[src/rtl/spi_reg_pkg.sv]
// Shared definitions for the SPI register-file writer: register map, frame layout and FSM states.
package spi_reg_pkg;

    localparam int unsigned ADDR_W     = 7;
    localparam int unsigned DATA_W     = 8;
    localparam int unsigned FRAME_BITS = 16;
    localparam logic        WRITE_BIT  = 1'b1;

    localparam logic [ADDR_W-1:0] REG_EN_OUT_7_0  = 7'h00;
    localparam logic [ADDR_W-1:0] REG_EN_OUT_15_8 = 7'h01;
    localparam logic [ADDR_W-1:0] REG_EN_PWM_7_0  = 7'h02;
    localparam logic [ADDR_W-1:0] REG_EN_PWM_15_8 = 7'h03;
    localparam logic [ADDR_W-1:0] REG_PWM_DUTY    = 7'h04;

    typedef enum logic [1:0] {
        IDLE,
        SHIFT,
        HOLD,
        GAP
    } state_t;

    typedef struct packed {
        logic              wr;
        logic [ADDR_W-1:0] addr;
        logic [DATA_W-1:0] data;
    } spi_frame_t;

    // Builds the on-wire write frame, MSB transmitted first.
    function automatic spi_frame_t make_frame(input logic [ADDR_W-1:0] addr,
                                              input logic [DATA_W-1:0] data);
        spi_frame_t f;
        f.wr   = WRITE_BIT;
        f.addr = addr;
        f.data = data;
        return f;
    endfunction

endpackage

[src/rtl/spi_sclk_gen.sv]
// SCLK half-period generator: counts CLK_DIV cycles per phase, toggles sclk and flags the
// edge about to happen so the controller can act on the same clock.
module spi_sclk_gen #(
    parameter int unsigned CLK_DIV = 4
) (
    input  logic clk,
    input  logic rst,
    input  logic en,
    input  logic clr,
    output logic sclk,
    output logic rise_tick,
    output logic fall_tick
);

    localparam int unsigned CNT_W = (CLK_DIV > 1) ? $clog2(CLK_DIV) : 1;
    localparam logic [CNT_W-1:0] CNT_MAX = CNT_W'(CLK_DIV - 1);

    logic [CNT_W-1:0] cnt;
    logic             wrap;

    assign wrap      = en && (cnt == CNT_MAX);
    assign rise_tick = wrap && !sclk;
    assign fall_tick = wrap && sclk;

    always_ff @(posedge clk) begin
        if (rst || clr) begin
            cnt  <= '0;
            sclk <= 1'b0;
        end else if (en) begin
            if (cnt == CNT_MAX) begin
                cnt  <= '0;
                sclk <= !sclk;
            end else begin
                cnt <= cnt + CNT_W'(1);
            end
        end
    end

endmodule

[src/rtl/spi_reg_writer.sv]
// Mode-0 SPI controller issuing single 16-bit register writes {1, addr[6:0], data[7:0]}.
// Optional SPI_ADDR_FILTER_EN: requests above MAX_ADDR are consumed, flagged on err and not sent.
module spi_reg_writer
    import spi_reg_pkg::*;
#(
    parameter int unsigned       CLK_DIV  = 4,
    parameter logic [ADDR_W-1:0] MAX_ADDR = 7'h04
) (
    input  logic              clk,
    input  logic              rst,
    input  logic              req_valid,
    output logic              req_ready,
    input  logic [ADDR_W-1:0] req_addr,
    input  logic [DATA_W-1:0] req_data,
    output logic              busy,
    output logic              done,
    output logic              err,
    output logic              sclk,
    output logic              ncs,
    output logic              copi
);

`ifdef SPI_ADDR_FILTER_EN
    localparam logic ADDR_FILTER = 1'b1;
`else
    localparam logic ADDR_FILTER = 1'b0;
`endif

    localparam int unsigned BIT_CNT_W = $clog2(FRAME_BITS);

    state_t                  state;
    logic [BIT_CNT_W-1:0]    bit_cnt;
    logic [FRAME_BITS-2:0]   shreg;
    logic                    rejected;
    logic [FRAME_BITS-1:0]   frame_bits;
    logic                    accept;
    logic                    reject_c;
    logic                    gen_en;
    logic                    gen_clr;
    logic                    rise_tick;
    logic                    fall_tick;

    assign req_ready  = (state == IDLE) && !rst;
    assign accept     = req_valid && req_ready;
    assign frame_bits = make_frame(req_addr, req_data);
    assign reject_c   = ADDR_FILTER && (req_addr > MAX_ADDR);

    // The divider doubles as the HOLD/GAP timer; it is cleared before it can raise sclk there.
    assign gen_en  = (state != IDLE);
    assign gen_clr = (state == IDLE) || (((state == HOLD) || (state == GAP)) && rise_tick);

    spi_sclk_gen #(
        .CLK_DIV (CLK_DIV)
    ) u_sclk_gen (
        .clk       (clk),
        .rst       (rst),
        .en        (gen_en),
        .clr       (gen_clr),
        .sclk      (sclk),
        .rise_tick (rise_tick),
        .fall_tick (fall_tick)
    );

    always_ff @(posedge clk) begin
        if (rst) begin
            state    <= IDLE;
            ncs      <= 1'b1;
            copi     <= 1'b0;
            busy     <= 1'b0;
            done     <= 1'b0;
            err      <= 1'b0;
            bit_cnt  <= '0;
            shreg    <= '0;
            rejected <= 1'b0;
        end else begin
            done <= 1'b0;
            err  <= 1'b0;
            case (state)
                IDLE: begin
                    if (accept) begin
                        busy <= 1'b1;
                        if (reject_c) begin
                            err      <= 1'b1;
                            rejected <= 1'b1;
                            state    <= GAP;
                        end else begin
                            ncs     <= 1'b0;
                            copi    <= frame_bits[FRAME_BITS-1];
                            shreg   <= frame_bits[FRAME_BITS-2:0];
                            bit_cnt <= BIT_CNT_W'(FRAME_BITS - 1);
                            state   <= SHIFT;
                        end
                    end
                end
                // Next bit is presented as sclk falls; the last bit stays on copi into HOLD.
                SHIFT: begin
                    if (fall_tick) begin
                        if (bit_cnt == '0) begin
                            state <= HOLD;
                        end else begin
                            bit_cnt <= bit_cnt - BIT_CNT_W'(1);
                            copi    <= shreg[FRAME_BITS-2];
                            shreg   <= {shreg[FRAME_BITS-3:0], 1'b0};
                        end
                    end
                end
                HOLD: begin
                    if (rise_tick) begin
                        ncs   <= 1'b1;
                        copi  <= 1'b0;
                        done  <= 1'b1;
                        state <= GAP;
                    end
                end
                GAP: begin
                    if (rejected || rise_tick) begin
                        busy     <= 1'b0;
                        rejected <= 1'b0;
                        state    <= IDLE;
                    end
                end
                default: state <= IDLE;
            endcase
        end
    end

endmodule

[config.mk]
export PLATFORM = sky130hd
export DESIGN_NAME = spi_reg_writer
export DESIGN_NICKNAME = d
export VERILOG_FILES = /design/src/rtl/spi_reg_pkg.sv /design/src/rtl/spi_sclk_gen.sv /design/src/rtl/spi_reg_writer.sv
export SDC_FILE = /design/constraint.sdc
export NUM_CORES = 1
export LEC_CHECK = 0
export CAP_MARGIN = 20
export CORE_ASPECT_RATIO = 1.4
export CORE_MARGIN = 8
export CORE_UTILIZATION = 45
export DETAILED_ROUTE_END_ITERATION = 7
export GPL_ROUTABILITY_DRIVEN = 0
export GPL_TIMING_DRIVEN = 0
export PLACE_DENSITY = 0.69
export SKIP_LAST_GASP = 1
export SYNTH_ARGS = -nofsm -noshare
export SYNTH_HDL_FRONTEND = slang
export SYNTH_SLANG_ARGS = --single-unit
export TNS_END_PERCENT = 20
[constraint.sdc]
create_clock -name clk -period 3.3 [get_ports clk]
set_input_delay 0.66 -clock clk [delete_from_list [all_inputs] [get_ports clk]]
set_output_delay 0.66 -clock clk [all_outputs]
set_load 0.05 [all_outputs]
==> flow_metrics.tcl, run 1 <==
# implementation run metrics
set metrics [dict create \
    dr_wl_met2_um 1813 \
    final_hold_viol_count 0 \
    crit_path_start_kind "input pin" \
    top_logic_kind "AND-OR/OR-AND gates" \
    syn_avg_cell_area_um2 9.640 \
    power.share.clock_pct 11.9 \
    synth_flops 28 \
    critPathKind "input pin to output port" \
    synth_warnings 0 \
    power_density_mw_per_mm2 979.7 \
    warnings 30 \
    adder_share_pct 5.714 \
    crit_slowest_cell "clkdlybuf4s50_1" \
    whs_endpoint "shreg[4]" \
    crit_path_end_kind "output port" \
    cts_root_buffer "clkbuf_8" \
    min_from "shreg[4]" \
    power_switching_w 0.0007906 \
    dr_wl_met3_um 210 \
    whs_path_depth 2 \
    r2r_start "state[0]" \
    grt_usage_pct 13.13 \
    status "finished, final reports clean" \
    p_sw_share_pct 43.20 \
    crit_arrival_ns 2.37 \
    synth.distinct_cells 41 \
    hold_buffers 0 \
    cp_cell_sequence "clkdlybuf4s50_1, clkbuf_1, clkbuf_2, nor2_1, dlygate4sd2_1" \
    finClkSkew_ns 0.001887 \
    synth_seq_share_pct 36.57 \
    r2r-end "shreg[10]" \
    netlist_instances 159 \
    synthToLayoutAreaGrowth_pct 21.88 \
    layout-drive-gt1-share_pct 17.74 \
    edf_count 0 \
    grt.busiest_layer "met2" \
    period_needed_ns 3.031 \
    grt_util_met3_pct 3.689 \
    finalSetupViolCount 0 \
    chipWidth_um 65.33 \
    dr.pass1.iters 4 \
    crit_cells 5 \
    final_cell_mix "dfxtp_1, a21oi_1, clkdlybuf4s50_1" \
    clock_latency_ns 0.28 \
]
==> run 1: synth_stat cells, drive strengths merged (2+ instances only) <==
cell type  instances  area, µm²
a21boi             2      15.01
buf               10      65.06
ha                 7      87.58
mux2i             15      150.1
nor3b              2      20.02
nor3               5      25.02
o21ba              2      20.02
nand2b             4      25.02
a311oi             4      35.03
a21oi             23      115.1
dfxtp             28      560.5
o21bai             2      15.01
inv                7      26.28
nand2              4      17.52
clkbuf             3      11.26
nor2               4      15.01
o21ai              4      23.77
a31oi              3      18.77
or3b               2      20.02
a211oi            14      155.2
==> run 1: per-stage QoR <==
step / utilization (%) / total power (W) / setup slack (ns) / area (µm²) / TNS, ns
floorplan: - / 0.001389 / 0.8602 / 1533 / 0
global placement: 54.68 / 0.001578 / -0.2038 / 1813 / -0.2038
detailed placement: 54.68 / 0.001622 / -0.2201 / 1813 / -0.2201
CTS: 56.34 / 0.001841 / 0.2814 / 1868 / 0
global route: 56.34 / 0.001966 / 0.1794 / 1868 / 0
finish: 56.34 / 0.001830 / 0.2688 / 1868 / 0
==> run 1: final cells by class <==
class,count,share of cell area [%]
Buffer,13,4.153
Sequential cell,28,30.01
Inverter,7,1.407
Timing Repair Buffer,23,12.26
Tap cell,40,2.679
Clock buffer,4,2.947
Multi-Input combinational cell,111,46.55
==> run 1: worst register-to-register path: cells and delay by family, from the launching register on <==
kind	cells	cell delay [ns]
AOI/OAI and AO/OA	3	0.46
adders and majority gates	1	0.29
buffers and inverters	3	0.50
DFF	1	0.41
and+or+nand+nor	1	0.23
==> run 1: power groups by stage <==
stage	sequential, W	combinational [W]	clock [W]
finish	0.000560	0.00105	0.000217
global route	0.000574	0.00116	0.000230
CTS	0.000560	0.00106	0.000222
detailed placement	0.000566	0.00106	0
global placement	0.000558	0.00102	0
floorplan	0.000595	0.000793	0
Fig. 1: run 1, signal wires on met2
Cells faint in the background.
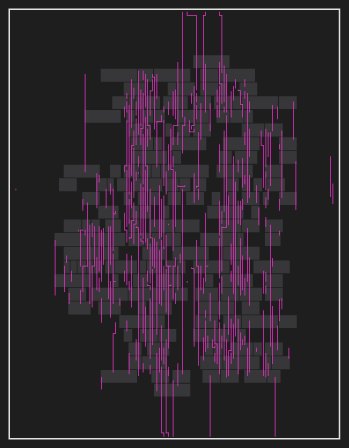
main direction	vertical
nets with wire on the layer	182
share of all routed wire	51%

Fig. 2: run 1, M1 wires
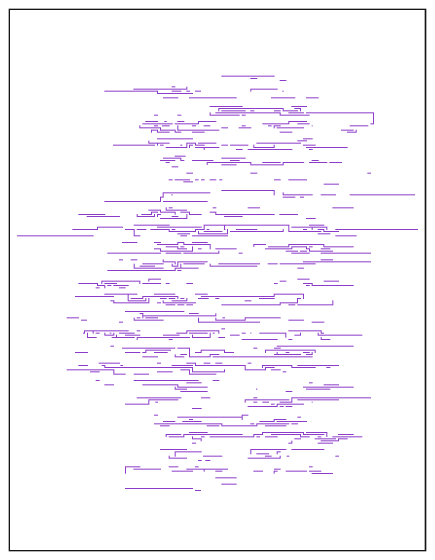
longest straight run	15.6 µm
share of all routed wire	41%
nets with wire on the layer	187

Fig. 3: run 1, cell density map
7 x 9 tiles, from white (low) to dark blue (high), 0 to 100% covered.
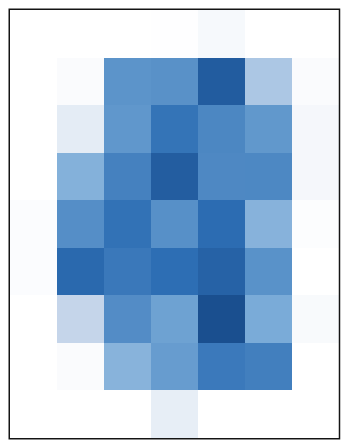
fullest tile	88%
densest ninth of the die	centre
emptiest ninth of the die	north-west
tiles over 75% full	9.5%
mean over tiles	33%
nearly empty tiles	35%
final core utilization: 56.34%
Core Footprint: 0.003316 mm²
Initial Util: 46.23%

Fig. 4: run 1, register map, names as in the netlist
Other sequential cells in the stronger grey, the rest of the logic in the fainter grey.
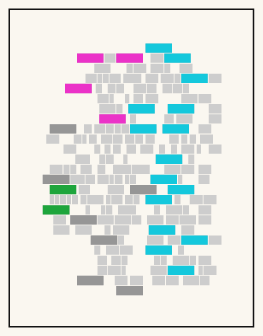
colour	signal	flops
green	u_sclk_gen.cnt	2
cyan	shreg	15
magenta	bit_cnt	4
not coloured	7

==> run 2: changes to the inputs <==
--- a/config.mk
+++ b/config.mk
@@ -10,9 +10,10 @@
 export CORE_MARGIN = 8
 export CORE_UTILIZATION = 45
 export DETAILED_ROUTE_END_ITERATION = 7
+export DONT_BUFFER_PORTS = 1
 export GPL_ROUTABILITY_DRIVEN = 0
 export GPL_TIMING_DRIVEN = 0
-export PLACE_DENSITY = 0.69
+export REMOVE_ABC_BUFFERS = 1
 export SKIP_LAST_GASP = 1
 export SYNTH_ARGS = -nofsm -noshare
 export SYNTH_HDL_FRONTEND = slang
Fig. 5: run 2, register map, names as in the netlist
Other sequential cells in the stronger grey, the rest of the logic in the fainter grey.
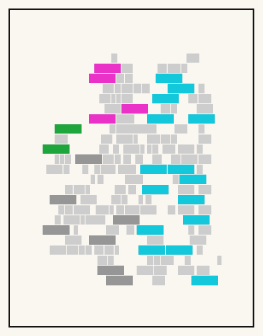
colour	signal	flops
cyan	shreg	15
green	u_sclk_gen.cnt	2
magenta	bit_cnt	4

Fig. 6: run 2, signal wires on met2
Cells faint in the background.
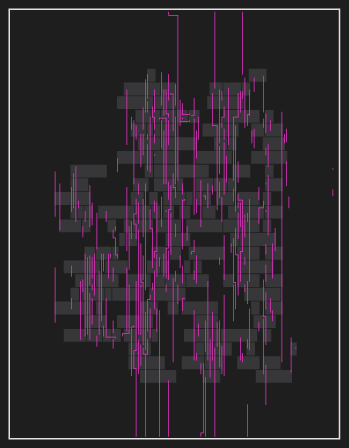
Routed WL: 3062 µm
M2 GR Usage: 19.41%
via total after detailed routing: 1136

==> flow_metrics.tcl, run 2 <==
# implementation run metrics
set metrics [dict create \
    synth.distinct_cells 41 \
    netlist_instances 159 \
    fp_util_pct 46.23 \
    grt_util_met3_pct 3.689 \
    grt_usage_pct 11.41 \
    dpl-instance-area_mm2 0.001514 \
    whs_endpoint "shreg[8]" \
    final_cell_mix "dfxtp_1, a21oi_1, mux2i_1" \
    synth_warnings 0 \
    final_cell_area_mm2 0.001594 \
    top_cell_area_share_pct 36.57 \
    dr_wl_met2_um 1543 \
    crit_arrival_ns 3.09 \
    warnings 29 \
    whs_path_depth 1 \
    pre_cts_slack_ns -0.3268 \
    final_hold_viol_count 0 \
    yosys-top-cells-count "dfxtp_1, a21oi_1, mux2i_1, a211oi_2" \
    coreArea_mm2 0.003316 \
    finalSetupViolCount 0 \
    power_switching_w 0.0007447 \
    edf_count 0 \
    r2r-end "shreg[4]" \
    finClkSkew_ns 0.006948 \
    topCellsByArea "dfxtp_1, mux2i_1, a211oi_2" \
    clock_latency_ns 0.27 \
    p_sw_share_pct 42.62 \
    status "finished, final reports clean" \
    crit_path_end_kind "register" \
    chipWidth_um 65.33 \
    cts_root_buffer "clkbuf_8" \
    yosysMostFrequentCell "dfxtp_1" \
    synthToLayoutAreaGrowth_pct 4.000 \
]
==> run 2: cell types whose count changed in the layout (fill, tap and decap cells not counted) <==
cell,delta
clkdlybuf4s50_1,-22
ha_1,-1
clkbuf_1,-2
buf_4,-5
clkbuf_2,-1
clkbuf_8,-1
ha_2,+1
bufinv_16,+1
dlygate4sd2_1,-1
o22ai_2,+1
buf_2,-4
o22ai_1,-1
==> run 2: power by group through the flow <==
stage          Clock [W]  Sequential, W  Combinational [W]
2_1_floorplan          0       0.000595           0.000710
3_3_place_gp           0       0.000611           0.000829
3_5_place_dp           0       0.000618           0.000874
4_1_cts         0.000270       0.000612           0.000886
5_1_grt         0.000290       0.000629           0.000966
6_report        0.000265       0.000609           0.000874
==> run 2: worst max-delay path, cell delays in order, from the launching register on <==
cell,delay [ns]
dfxtp_1,0.34
inv_1,0.16
ha_2,0.62
nand4b_1,0.23
o22ai_2,0.44
buf_4,0.26
and2_1,0.58
a211oi_1,0.16
==> run 2: cell families after synthesis <==
group,share of synthesized area (%)
adders and majority gates,5.714
other,0.2447
AOI/OAI and AO/OA,28.73
and+or+nand+nor,11.51
buffers and inverters,6.694
DFF,36.57
muxes,10.53
==> run 2: cell type report <==
cell class              count  area share, %
clock buffers               3          2.590
clock inverters             1          1.884
inverters                   7          1.648
multi-input cells         111          55.10
flip-flops and latches     28          35.16
well taps                  40          3.140
repair buffers              1         0.4710
==> run 2: per-stage QoR <==
step | TNS (ns) | hold WS [ns]
final | 0 | 0.4470
after detailed placement | -4.286 | 0.5007
after CTS | 0 | 0.4367
after global routing | 0 | 0.4183
after floorplan | 0 | 0.4667
after global placement | -7.666 | 0.4820
==> run 2: timing repair <==
item | in CTS | in global routing
gates resized | 2 | 0
setup endpoints to repair | 14 | 0
hold buffers | 0 | 0
Power is estimated from default activity; no workload was simulated.
